`src/rtl/set_pkg.sv`:
```
// Shared defaults and types for the set_ramp setpoint ramp generator.
package set_pkg;

   localparam int unsigned WIDTH_SET_DEF = 16;
   localparam int unsigned DW            = 2 * WIDTH_SET_DEF;

   typedef logic signed [DW-1:0] set_word_t;

   typedef enum logic [1:0] {
      StIdle,
      StRamp,
      StWaitAck
   } state_e;

endpackage

```
`src/rtl/set_ramp_ch.sv`:
```
// One setpoint channel: computes the next ramped value toward target without overshoot or wrap.
module set_ramp_ch #(
   parameter int unsigned WIDTH_SET = 16
) (
   input  logic signed [2*WIDTH_SET-1:0] cur,
   input  logic signed [2*WIDTH_SET-1:0] target,
   input  logic        [WIDTH_SET-1:0]   step,
   output logic signed [2*WIDTH_SET-1:0] nxt,
   output logic                          at_target
);

   localparam int unsigned DataW = 2 * WIDTH_SET;

   logic signed [DataW:0]   diff;
   logic        [DataW:0]   mag;
   logic        [DataW:0]   step_ext;
   logic        [DataW-1:0] step_w;

   always_comb begin
      // One extra bit so target - cur never overflows.
      diff      = {target[DataW-1], target} - {cur[DataW-1], cur};
      mag       = diff[DataW] ? -diff : diff;
      step_ext  = {{(DataW + 1 - WIDTH_SET){1'b0}}, step};
      step_w    = {{WIDTH_SET{1'b0}}, step};
      at_target = (diff == '0);
      if ((step == '0) || (mag <= step_ext)) begin
         nxt = target;
      end else if (diff[DataW]) begin
         nxt = cur - step_w;
      end else begin
         nxt = cur + step_w;
      end
   end

endmodule

```
`src/rtl/set_ramp.sv`:
```
// Three-channel setpoint ramp with tick prescaler and valid/ready output handshake.
// Optional target clamping and sticky lim_hit flag when SET_RAMP_LIMIT_EN is defined.
module set_ramp
   import set_pkg::*;
#(
   parameter int unsigned                WIDTH_SET = WIDTH_SET_DEF,
   parameter int unsigned                DIV_W     = 16,
   parameter logic signed [2*WIDTH_SET-1:0] LIM_MIN = {1'b1, {(2*WIDTH_SET-1){1'b0}}},
   parameter logic signed [2*WIDTH_SET-1:0] LIM_MAX = {1'b0, {(2*WIDTH_SET-1){1'b1}}}
) (
   input  logic                          clk,
   input  logic                          rst,
   input  logic signed [2*WIDTH_SET-1:0] x_set,
   input  logic signed [2*WIDTH_SET-1:0] i_set,
   input  logic signed [2*WIDTH_SET-1:0] fi_set,
   input  logic                          set_load,
   input  logic                          enable,
   input  logic        [WIDTH_SET-1:0]   step,
   input  logic        [DIV_W-1:0]       div,
   output logic signed [2*WIDTH_SET-1:0] x_out,
   output logic signed [2*WIDTH_SET-1:0] i_out,
   output logic signed [2*WIDTH_SET-1:0] fi_out,
   output logic                          out_valid,
   input  logic                          out_ready,
   output logic                          busy,
`ifdef SET_RAMP_LIMIT_EN
   output logic                          done,
   output logic                          lim_hit
`else
   output logic                          done
`endif
);

   localparam int unsigned DataW = 2 * WIDTH_SET;
   localparam int          NumCh = 3;

   typedef logic signed [DataW-1:0] word_t;

   state_e            state_q, state_d;
   logic [DIV_W-1:0]  cnt_q, cnt_d;
   logic              en_q;
   logic              done_q, done_d;
   logic              pend_v_q, pend_v_d;
   word_t             cur_q[NumCh], cur_d[NumCh];
   word_t             tgt_q[NumCh], tgt_d[NumCh];
   word_t             pend_q[NumCh], pend_d[NumCh];
   word_t             set_in[NumCh], set_lat[NumCh], nxt[NumCh], hs_tgt[NumCh];
   logic [NumCh-1:0]  at_tgt;
   logic              all_eq;

   assign set_in[0] = x_set;
   assign set_in[1] = i_set;
   assign set_in[2] = fi_set;

`ifdef SET_RAMP_LIMIT_EN
   logic [NumCh-1:0] clip;
   logic             lim_hit_q, lim_hit_d;

   always_comb begin
      clip = '0;
      for (int c = 0; c < NumCh; c++) begin
         set_lat[c] = set_in[c];
         if (set_in[c] < LIM_MIN) begin
            set_lat[c] = LIM_MIN;
            clip[c]    = 1'b1;
         end else if (set_in[c] > LIM_MAX) begin
            set_lat[c] = LIM_MAX;
            clip[c]    = 1'b1;
         end
      end
      lim_hit_d = lim_hit_q | (set_load & (|clip));
   end

   always_ff @(posedge clk or negedge rst) begin
      if (!rst) lim_hit_q <= 1'b0;
      else      lim_hit_q <= lim_hit_d;
   end

   assign lim_hit = lim_hit_q;
`else
   logic unused_lim;
   assign unused_lim = ^{LIM_MIN, LIM_MAX};

   always_comb begin
      for (int c = 0; c < NumCh; c++) set_lat[c] = set_in[c];
   end
`endif

   for (genvar g = 0; g < NumCh; g++) begin : g_ch
      set_ramp_ch #(
         .WIDTH_SET(WIDTH_SET)
      ) u_ch (
         .cur      (cur_q[g]),
         .target   (tgt_q[g]),
         .step     (step),
         .nxt      (nxt[g]),
         .at_target(at_tgt[g])
      );
   end

   always_comb begin
      state_d  = state_q;
      cnt_d    = cnt_q;
      cur_d    = cur_q;
      tgt_d    = tgt_q;
      pend_d   = pend_q;
      pend_v_d = pend_v_q;
      done_d   = 1'b0;
      hs_tgt   = tgt_q;
      all_eq   = 1'b1;
      unique case (state_q)
         StIdle: begin
            if (set_load) tgt_d = set_lat;
            if ((set_load && enable) || (enable && !en_q && !(&at_tgt))) begin
               state_d = StRamp;
               cnt_d   = '0;
            end
         end
         StRamp: begin
            // Retarget on the fly; prescaler phase is kept.
            if (set_load) tgt_d = set_lat;
            if (!enable) begin
               state_d = StIdle;
            end else if (cnt_q == div) begin
               cur_d   = nxt;
               cnt_d   = '0;
               state_d = StWaitAck;
            end else begin
               cnt_d = cnt_q + 1'b1;
            end
         end
         StWaitAck: begin
            if (set_load) begin
               pend_d   = set_lat;
               pend_v_d = 1'b1;
            end
            if (out_ready) begin
               // A load on the handshake cycle beats an older pending one.
               if (set_load)      hs_tgt = set_lat;
               else if (pend_v_q) hs_tgt = pend_q;
               tgt_d    = hs_tgt;
               pend_v_d = 1'b0;
               for (int c = 0; c < NumCh; c++) all_eq = all_eq & (cur_q[c] == hs_tgt[c]);
               if (all_eq) begin
                  done_d  = 1'b1;
                  state_d = StIdle;
               end else if (enable) begin
                  state_d = StRamp;
                  cnt_d   = '0;
               end else begin
                  state_d = StIdle;
               end
            end
         end
         default: state_d = StIdle;
      endcase
   end

   always_ff @(posedge clk or negedge rst) begin
      if (!rst) begin
         state_q  <= StIdle;
         cnt_q    <= '0;
         en_q     <= 1'b0;
         done_q   <= 1'b0;
         pend_v_q <= 1'b0;
         for (int c = 0; c < NumCh; c++) begin
            cur_q[c]  <= '0;
            tgt_q[c]  <= '0;
            pend_q[c] <= '0;
         end
      end else begin
         state_q  <= state_d;
         cnt_q    <= cnt_d;
         en_q     <= enable;
         done_q   <= done_d;
         pend_v_q <= pend_v_d;
         cur_q    <= cur_d;
         tgt_q    <= tgt_d;
         pend_q   <= pend_d;
      end
   end

   assign x_out     = cur_q[0];
   assign i_out     = cur_q[1];
   assign fi_out    = cur_q[2];
   assign out_valid = (state_q == StWaitAck);
   assign busy      = (state_q != StIdle);
   assign done      = done_q;

endmodule

```
`config.mk`:
```
export PLATFORM = sky130hd
export DESIGN_NAME = set_ramp
export DESIGN_NICKNAME = d
export VERILOG_FILES = /design/src/rtl/set_pkg.sv /design/src/rtl/set_ramp_ch.sv /design/src/rtl/set_ramp.sv
export SDC_FILE = /design/constraint.sdc
export NUM_CORES = 2
export LEC_CHECK = 0
export ABC_AREA = 1
export CORE_ASPECT_RATIO = 0.7
export CORE_MARGIN = 3
export CORE_UTILIZATION = 35
export CTS_BUF_LIST = sky130_fd_sc_hd__clkbuf_4 sky130_fd_sc_hd__clkbuf_8 sky130_fd_sc_hd__clkbuf_16
export DETAILED_ROUTE_END_ITERATION = 12
export SYNTH_ARGS = -nofsm -noshare
export SYNTH_HDL_FRONTEND = slang
export SYNTH_HIERARCHICAL = 1
export SYNTH_SLANG_ARGS = --single-unit
export TNS_END_PERCENT = 20
```
`constraint.sdc`:
```
create_clock -name clk -period 5.6 [get_ports clk]
set_clock_uncertainty 0.2 [all_clocks]
set_input_delay 1.12 -clock clk [delete_from_list [all_inputs] [get_ports clk]]
set_output_delay 1.12 -clock clk [all_outputs]
set_load 0.02 [all_outputs]
```
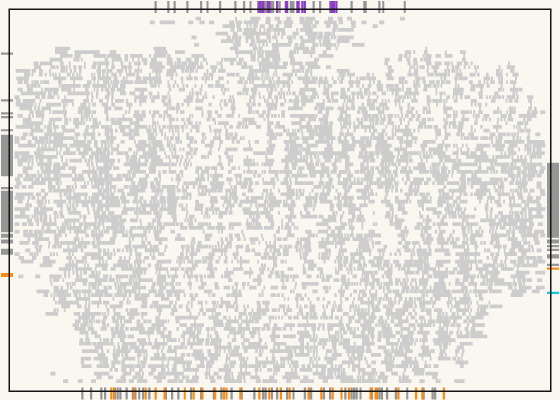
Fig. 1. Pin placement.
Pins as bars across the die edge, other pins in grey.
- rst: cyan (pins 1; direction input; edge right)
- div: purple (pins 16; direction input; edge top)
- i_set: orange (pins 32; direction input; edge 29 bottom, 2 left, 1 right)

==> out/metrics.csv <==
metric,value,unit
GR Util met1,44.8,%
drt first pass iters,6,
clock share of power,29.7,%
Place WS,-0.765,ns
design area,46700,um2
PortBufs,231,
synth cell count leaders,"nand2_1 (2180), inv_1 (863), nand3_1 (584)",
die x size,393,um
Log Warnings,30,
invs w/o clock,896,
area grow syn2layout,27.3,%
"XOR-XNOR Cells, Area Fraction",5.47,%
sequential group share of total power,24.5,%
CTS Buf Count,41,
met3 routed WL,16.9,mm
initial antenna violation count,6,
ys async rst share,100,%
Yosys warnings,6,
fp util,35.6,%
Routed Antenna Nets,0,
CTS tree,yes,
fin crit share,97.1,%
CP arrival,5.71,ns
fin util,45.3,%
metal2 WL,65.2,mm
Mapped Area,36700,um2
largest net degree at the start of global routing,107,
Worst Path Required,5.87,ns
Hold Path Class,reg2reg,
Non-clk bufs,800,
GRT met2 Usage,40.8,%
Routed WL per cell,20.3,um
pwr/cell area,213,nW/um2
routed vias,42800,
routed wire length,167,mm
combinational share of power,45.8,%
setup bufs post-CTS,0,
fillcell total,10900,
biggest area cells,"nand2_1 (22%), dfrtp_1 (21%), inv_1 (8.8%)",
Largest logic family,simple AND/OR/NAND/NOR gates,
largest area contributor in the netlist,nand2_1,
logic area,25200,um2
max_cap viols,0,
multi-input gates,4805,
worst hold margin,0.285,ns
CTS Sinks,309,
sequential cell area share,16.6,%
met3 usage,6.34,%
Post-Synth AOI/OAI Area,10.2,%
DR DRC count,0,
wl on met1,80.0,mm
Synth Area in Simple Gates,41.4,%
Area leader share,22.3,%
HPWL after DPL,135,mm
placed cell areas,44300,um2
critical path peak fanout,6,
worst slew pin tran,1.33,ns
DRT iter0 DRCs,4433,
"Largest stage delay, worst path",0.45,ns
H-tree depth,2,
Max-area cell class,logic gates,
Clock buf/inv share,3.09,%
outcome,"complete, no violations",
GP Congestion,1.03,
Worst VDD drop,0.000189,V
Syn Area/Cell,5.92,um2
grt ovf,0,
leakage dissipation,25.4,nW
Sw Share,41.4,%
Worst Setup Path Type,reg2reg,
CP most frequent cell,nand2_2,
Final nets,7239,
Sw Pwr,4.11,mW
Insertion Delay late pin,0.62,ns
sequential fraction of the synthesis area,21.1,%
YS chip area,36700,um2
n_diodes,3,
Post-Syn Instances,6194,
logic share of the area,53.9,%
total track usage,29.4,%
Signal buf overhead,15.5,%
Setup crit end kind,register,
Ports,232,
Final Slew Violations,0,
Storage cell area,7740,um2
Inst Count DP,8134,
Hold Buf Count CTS,0,
final hold vios,0,
Final min period,5.44,ns
Adders+Majority by Area,8.75,%
number of enable flip-flop cells,0,
number of global-route vias before repair,38600,
Yosys top cell by instances,nand2_1,
type of origin of the critical path,register,
chip height,277,um
GRT busiest layer,met1,
Pint,5.82,mW
"Worst Setup Slack, final",0.160,ns
Core Footprint,103000,um2
post-route insts no fill,8235,
Netlist cell types,57,
Mux area share,1.44,%
die area,109000,um2
highest-delay cell along the critical path,a221oi_1,
proportion of layout cells with a drive suffix above 1,13.4,%
Final setup viols,0,
top sig layer,met5,
"flops & latches, synth",309,
setup TNS,0,ns
"Net Count, Synth",6580,
clock buffers,54,
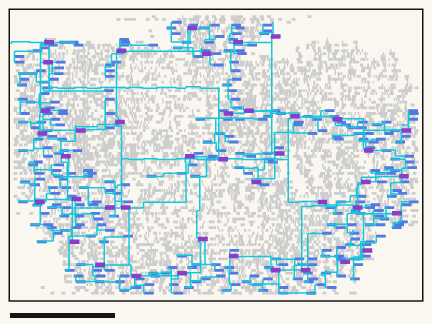
Fig. 2. Clock distribution.
The bar under the picture is 100 um long.
- flip-flops: blue (count 309)
- clock-net drivers: purple (count 41)
- clock wires: cyan (length 6230 um)
- routed clock nets: 42
- flops lie: spread over the die

-- sequential cells by signal (all words and copies together), names as in the netlist --
signal	cells
cnt_q	16
done	1
en_q	1
fi_out	32
i_out	32
pend_q	96
pend_v_q	1
state_q	2
tgt_q	96
x_out	32
-- power by group through the flow --
| stage | clock, mW | combinational [mW] | sequential (mW) |
|---|---|---|---|
| finish | 2.95 | 4.55 | 2.43 |
| global route | 3.10 | 5.02 | 2.43 |
| CTS | 3.00 | 4.34 | 2.42 |
| detailed placement | 0 | 4.31 | 2.46 |
| global placement | 0 | 4.29 | 2.46 |
| floorplan | 0 | 2.71 | 2.41 |
-- critical path: cells and delay by family, from the launching register on --
family / cells / cell delay (ns)
and+or+nand+nor: 15 / 1.54
AOI/OAI and AO/OA: 6 / 1.20
adders and majority gates: 3 / 0.88
DFF: 1 / 0.41
xor gates and xnor gates: 2 / 0.40
buffers and inverters: 3 / 0.39
muxes: 1 / 0.28
-- cells in the final DEF (no fill, tap or decap), types with 54 or more instances in the layout --
cell             synthesis  final
a21oi_1                266    255
a31oi_1                 99     99
buf_4                    6    514
clkbuf_16                0     54
clkdlybuf4s50_1          0    229
dfrtp_1                309    307
ha_1                   247    232
inv_1                  863    855
nand2_1               2180   2159
nand3_1                584    575
nand4_1                 86     86
nor2_1                 564    545
o21ai_0                184    164
xnor2_1                 68     68
xor2_1                 161    159
-- path summary, 6_finish.rpt --
kind                                 start  slack, ns  depth (start not counted)          to
max in group asynchronous              rst       3.69                          2   x_out[12]
min in group asynchronous              rst       0.32                          1  pend_q[29]
worst min register to register  pend_q[66]       0.28                          2  pend_q[66]
worst min-delay path            pend_q[66]       0.28                          2  pend_q[66]
worst max-delay path              x_out[0]       0.16                         30   x_out[31]
worst max register to register    x_out[0]       0.16                         30   x_out[31]
Power is estimated from default activity; no workload was simulated.
